Met1 routing:
Scale bar: 20 µm. Supply wires on this layer in gray.
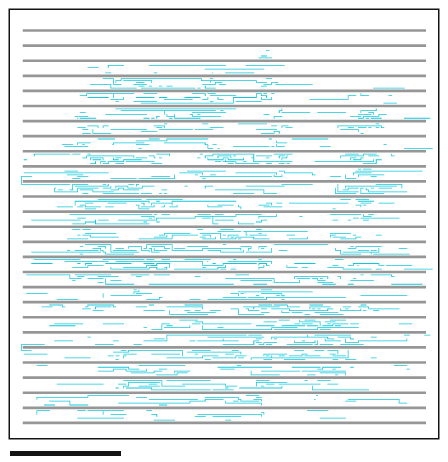
Signal wires on met2:
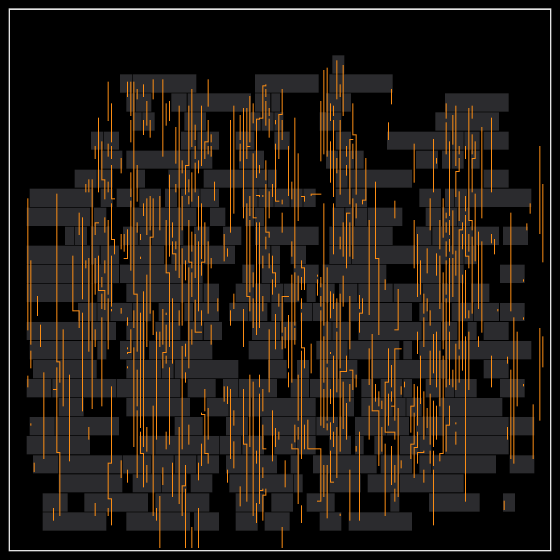
Met3 routing:
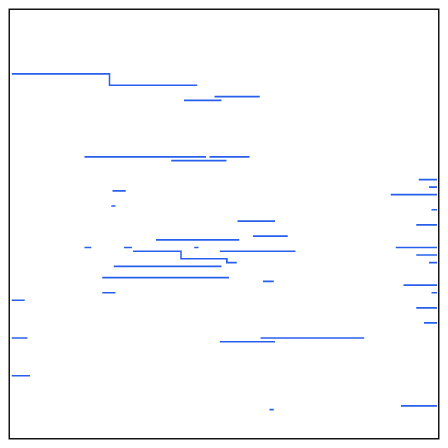
Routed metal per tile:
15 x 15 tiles, from dark blue (low) to red (high), scaled to the fullest tile. Values are wire area over tile area, all layers added.
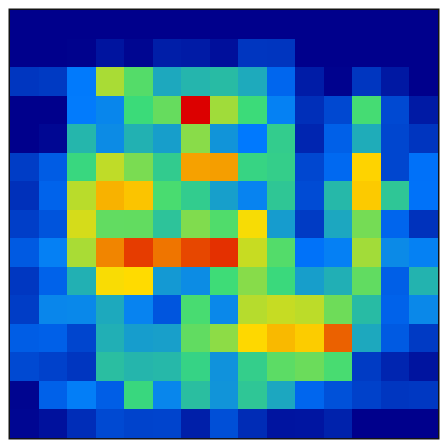
Track usage over the die:
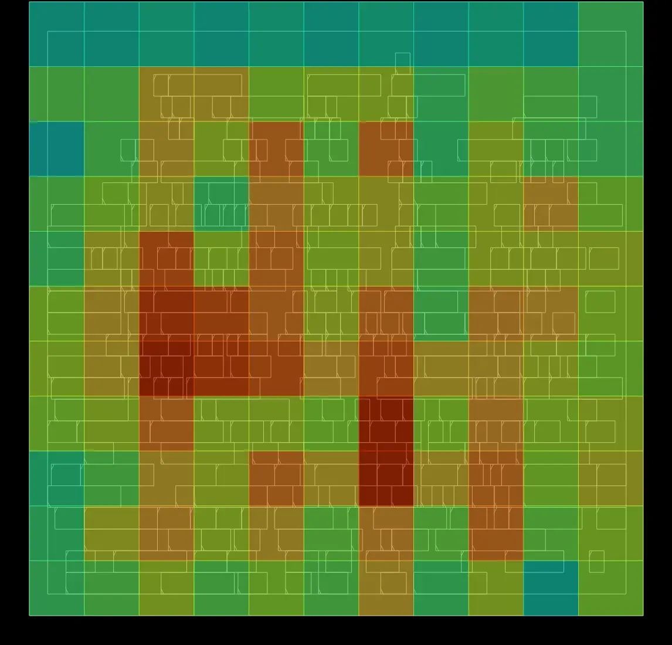
<file path="src/rtl/decodificador_pkg.sv">
// Shared types and helpers for the Gray-input conditioning path.
// Holds the conditioner FSM states, the error-counter width and a popcount.
package decodificador_pkg;

   typedef enum logic [1:0] {
      WAIT_FIRST,
      STABLE,
      SETTLING
   } estado_e;

   localparam int ERR_COUNT_W = 8;

   function automatic int unsigned popcount(input logic [31:0] v);
      int unsigned n;
      n = 0;
      for (int i = 0; i < 32; i++) begin
         n += int'(v[i]);
      end
      return n;
   endfunction

endpackage

</file>
<file path="src/rtl/acondicionador_entrada_gray_sincronizador.sv">
// N-bit multi-stage synchroniser for asynchronous board inputs.
// Each bit passes through SYNC_STAGES flops; reusable for any level input.
module sincronizador_nff #(
   parameter int N_BITS      = 4,
   parameter int SYNC_STAGES = 2
) (
   input  logic              clk,
   input  logic              rst_n,
   input  logic [N_BITS-1:0] d_in,
   output logic [N_BITS-1:0] d_out
);

   logic [SYNC_STAGES-1:0][N_BITS-1:0] etapa_d;
   logic [SYNC_STAGES-1:0][N_BITS-1:0] etapa_q;

   always_comb begin
      etapa_d[0] = d_in;
      for (int i = 1; i < SYNC_STAGES; i++) begin
         etapa_d[i] = etapa_q[i-1];
      end
   end

   // NOTE: the whole chain is reset, so the first words after reset are a known 0, not X.
   always_ff @(posedge clk or negedge rst_n) begin
      if (!rst_n) begin
         etapa_q <= '0;
      end else begin
         etapa_q <= etapa_d;
      end
   end

   assign d_out = etapa_q[SYNC_STAGES-1];

endmodule

</file>
<file path="src/rtl/acondicionador_entrada_gray.sv">
// Synchronises and word-debounces the Gray switch bank ahead of the decoder,
// flagging committed changes that are not single-bit steps.
module acondicionador_entrada_gray
   import decodificador_pkg::*;
#(
   parameter int N_BITS          = 4,
   parameter int DEBOUNCE_CYCLES = 1_000_000,
   parameter int SYNC_STAGES     = 2
) (
   input  logic                   clk,
   input  logic                   rst_n,
   input  logic [N_BITS-1:0]      sw_in,
   input  logic                   clear_err,
   output logic [N_BITS-1:0]      gray_out,
   output logic                   valid,
   output logic                   change,
   output logic                   gray_error,
   output logic [ERR_COUNT_W-1:0] err_count
);

   localparam int CNT_W = (DEBOUNCE_CYCLES > 1) ? $clog2(DEBOUNCE_CYCLES) : 1;
   localparam logic [CNT_W-1:0] CNT_MAX = CNT_W'(DEBOUNCE_CYCLES - 1);

   logic [N_BITS-1:0] s;

   sincronizador_nff #(
      .N_BITS      (N_BITS),
      .SYNC_STAGES (SYNC_STAGES)
   ) u_sincronizador (
      .clk   (clk),
      .rst_n (rst_n),
      .d_in  (sw_in),
      .d_out (s)
   );

   estado_e                state_d, state_q;
   logic [N_BITS-1:0]      cand_d, cand_q;
   logic [CNT_W-1:0]       cnt_d, cnt_q, cnt_inc;
   logic [N_BITS-1:0]      gray_out_d, gray_out_q;
   logic                   valid_d, valid_q;
   logic                   change_d, change_q;
   logic                   gray_error_d, gray_error_q;
   logic [ERR_COUNT_W-1:0] err_count_d, err_count_q;

   // The window counter parks at its terminal value instead of wrapping.
   assign cnt_inc = (cnt_q == CNT_MAX) ? cnt_q : cnt_q + CNT_W'(1);

   // NOTE: every signal gets a default first, so no path leaves one unassigned and no latch appears.
   always_comb begin
      state_d      = state_q;
      cand_d       = cand_q;
      cnt_d        = cnt_q;
      gray_out_d   = gray_out_q;
      valid_d      = valid_q;
      change_d     = 1'b0;
      gray_error_d = 1'b0;

      unique case (state_q)
         WAIT_FIRST: begin
            if (s != cand_q) begin
               cand_d = s;
               cnt_d  = '0;
            end else if (cnt_q == CNT_MAX) begin
               gray_out_d = cand_q;
               valid_d    = 1'b1;
               change_d   = 1'b1;
               state_d    = STABLE;
            end else begin
               cnt_d = cnt_inc;
            end
         end
         STABLE: begin
            if (s != gray_out_q) begin
               cand_d  = s;
               cnt_d   = '0;
               state_d = SETTLING;
            end
         end
         SETTLING: begin
            if (s == gray_out_q) begin
               cnt_d   = '0;
               state_d = STABLE;
            end else if (s != cand_q) begin
               cand_d = s;
               cnt_d  = '0;
            end else if (cnt_q == CNT_MAX) begin
               gray_out_d   = cand_q;
               change_d     = 1'b1;
               gray_error_d = (popcount(32'(cand_q ^ gray_out_q)) != 1);
               state_d      = STABLE;
            end else begin
               cnt_d = cnt_inc;
            end
         end
         default: state_d = WAIT_FIRST;
      endcase

      // Clear wins first, then the pending error pulse is counted on top.
      err_count_d = clear_err ? '0 : err_count_q;
      if (gray_error_q && (err_count_d != '1)) begin
         err_count_d = err_count_d + ERR_COUNT_W'(1);
      end
   end

   // NOTE: sequential state uses <= so all flops update together from pre-edge values.
   always_ff @(posedge clk or negedge rst_n) begin
      if (!rst_n) begin
         state_q      <= WAIT_FIRST;
         cand_q       <= '0;
         cnt_q        <= '0;
         gray_out_q   <= '0;
         valid_q      <= 1'b0;
         change_q     <= 1'b0;
         gray_error_q <= 1'b0;
         err_count_q  <= '0;
      end else begin
         state_q      <= state_d;
         cand_q       <= cand_d;
         cnt_q        <= cnt_d;
         gray_out_q   <= gray_out_d;
         valid_q      <= valid_d;
         change_q     <= change_d;
         gray_error_q <= gray_error_d;
         err_count_q  <= err_count_d;
      end
   end

   assign gray_out   = gray_out_q;
   assign valid      = valid_q;
   assign change     = change_q;
   assign gray_error = gray_error_q;
   assign err_count  = err_count_q;

endmodule
</file>
<file path="config.mk">
export PLATFORM = sky130hd
export DESIGN_NAME = acondicionador_entrada_gray
export DESIGN_NICKNAME = d
export VERILOG_FILES = /design/src/rtl/decodificador_pkg.sv /design/src/rtl/acondicionador_entrada_gray_sincronizador.sv /design/src/rtl/acondicionador_entrada_gray.sv
export SDC_FILE = /design/constraint.sdc
export NUM_CORES = 1
export LEC_CHECK = 0
export CORE_MARGIN = 2
export CORE_UTILIZATION = 49
export DETAILED_ROUTE_END_ITERATION = 7
export PLACE_DENSITY = 0.74
export SYNTH_ARGS = -nofsm -noshare
export SYNTH_HDL_FRONTEND = slang
export SYNTH_HIERARCHICAL = 1
export SYNTH_SLANG_ARGS = --single-unit
</file>
<file path="constraint.sdc">
create_clock -name clk -period 2.5 [get_ports clk]
set_input_delay 0.5 -clock clk [delete_from_list [all_inputs] [get_ports clk]]
set_output_delay 0.5 -clock clk [all_outputs]
set_load 0.01 [all_outputs]
</file>
==> impl_metrics.yaml <==
# physical design summary
die:
  fp-utilization_pct: 51.0
  core.rowCount: 26
  die_height_um: 77.1
synth:
  yosys.area_share.simple_pct: 19.0
  yosys_area_mm2: 0.00262
  top_cell_area_share_pct: 46.8
  synth_cell_type_count: 52
  synthTopCellsByArea: "dfrtp_1 47%, ha_1 3.8%, nand4_1 3.1%"
  yosysTopAreaCell: "dfrtp_1"
  flop_cell: "dfrtp_1"
  syn-num-nets: 271
setup_path:
  cp-start-kind: "flop"
  crit_required_ns: 2.69
  crit_path_end_kind: "flop"
timing:
  worstMarginPinSlew_ns: 0.613
  fmax_ghz: 0.410
  fin_crit_sh_pct: 97.7
routing:
  wl_per_cell_um: 15.3
  drc_errors: 0
  first_iter_violations: 99
power:
  p_switching_uw: 343
  vdd_ir_drop_max_mv: 0.454
  p_total_mw: 1.60
  p_int_mw: 1.26
cts:
  cts_tree: "yes"
  cts_buffers: 5
  clk_pin_slew_worst_paths_ns: 0.09
final_layout:
  logic_area_mm2: 0.00132
  num_antenna_cells: 0
  final_cell_area_mm2: 0.00318
  regArea_mm2: 0.00123
  syn_to_final_growth_pct: 21.4
  layout.nets: 311
outcome:
  status: "finished clean"
job:
  drv_cap: 0
place:
  place_congestion: 0.781
About 'met1 routing':
The wires run mostly horizontal. The layer carries 2530 µm of wire.
DR vias: 2156
grt met1 use: 28.0%
Detailed Route WL: 5600 µm

About 'signal wires on met2':
The longest straight run is 32.6 µm. 276 nets have wire on it. The wires run mostly vertical. The layer holds 48% of the routed length.

About 'met3 routing':
The layer holds 5.0% of the routed length. 30 nets have wire on it. The wires run mostly horizontal. The layer carries 281 µm of wire.

About 'routed metal per tile':
23% of the tiles are over half the peak. The emptiest ninth of the die: north-east. The densest ninth of the die: center. 16% of the tiles are nearly empty.

About 'track usage over the die':
GR Layer Usage met2: 32.9%
Global Route met3 Usage: 3.41%
Total GRT Usage: 20.3%
Util after Layout: 61.9%
GRT busiest layer: met2

## repair_timing
item	in CTS	in global routing
setup buffers	0	5
gates resized	0	3
endpoints found under the setup margin	0	6
## layout make-up
cell class	count	share of cell area [%]
Sequential cell	49	38.5
Clock buffer	5	2.16
Inverter	17	2.01
Timing Repair Buffer	39	11.1
Tap cell	70	2.75
Clock inverter	3	2.04
Multi-Input combinational cell	183	41.4
## cells by family after synthesis
group | after synthesis
simple gates | 85
compound gates | 59
flops | 49
buf+inv | 23
xor+xnor | 17
mux | 13
fa+ha+maj | 9
## metal layers
layer,track usage (%),wire length (µm),vias up
met1,28.0,2530,1076
met2,32.9,2710,56
met4,6.43,78,0
met3,3.41,280,9
met5,0,0,-
li1,-,-,1015
## critical path, cell delays in order, from the launching register on
cell	delay [ns]
dfrtp_1	0.43
ha_4	0.18
nand3_2	0.11
or3_1	0.35
or4_4	0.54
a211oi_4	0.21
buf_4	0.18
mux2_1	0.33
## registers in the layout (all words and copies together), names as in the netlist
| name | count |
|---|---|
| cand_q | 4 |
| gray_error | 1 |
| change | 1 |
| gray_out | 4 |
| cnt_q | 20 |
| err_count | 8 |
| u_sincronizador/etapa_d | 4 |
| u_sincronizador/d_out | 4 |
| valid | 1 |
| state_q | 2 |
## path summary, 6_finish.rpt
check,start,end,slack [ns],depth (start not counted)
max,cnt_q[0],gray_out[2],0.06,7
min,rst_n,valid,0.17,1
max reg2reg,cnt_q[0],gray_out[2],0.06,7
min reg2reg,u_sincronizador/etapa_d[4],u_sincronizador/d_out[0],0.36,0
max in group asynchronous,rst_n,cnt_q[9],1.81,2
min in group clk,u_sincronizador/etapa_d[4],u_sincronizador/d_out[0],0.36,0
## power groups by stage
stage | registers (mW) | clock network [mW] | logic [mW]
floorplan | 0.832 | 0 | 0.0667
global placement | 0.834 | 0 | 0.116
detailed placement | 0.835 | 0 | 0.121
CTS | 0.819 | 0.674 | 0.122
global route | 0.821 | 0.702 | 0.140
finish | 0.819 | 0.657 | 0.125
## cell usage in the layout, fill, tap and decap left out, types with 3 or more instances in the layout
cell type / instances
a21o_1: 3
a21oi_1: 16
and3_1: 3
buf_4: 17
clkbuf_8: 5
clkdlybuf4s50_1: 20
dfrtp_1: 49
ha_1: 7
inv_1: 17
mux2_1: 3
mux2_2: 5
mux2i_1: 4
nand2_1: 16
nand2b_1: 3
nand3_1: 10
nand4_1: 13
nor2_1: 9
nor2b_1: 4
nor3_1: 4
o21ai_0: 12
o22ai_1: 9
o2bb2ai_1: 4
or3_1: 3
or4_1: 4
xnor2_1: 8
xor2_1: 9
## through the flow
step                worst slack, ns  utilization (%)
floorplan                     0.157                -
finish                       0.0581             61.9
global placement             0.0819             58.3
CTS                          0.0155             60.9
detailed placement           0.0492             58.3
global route                -0.0226             61.9
Power is estimated from default activity; no workload was simulated.
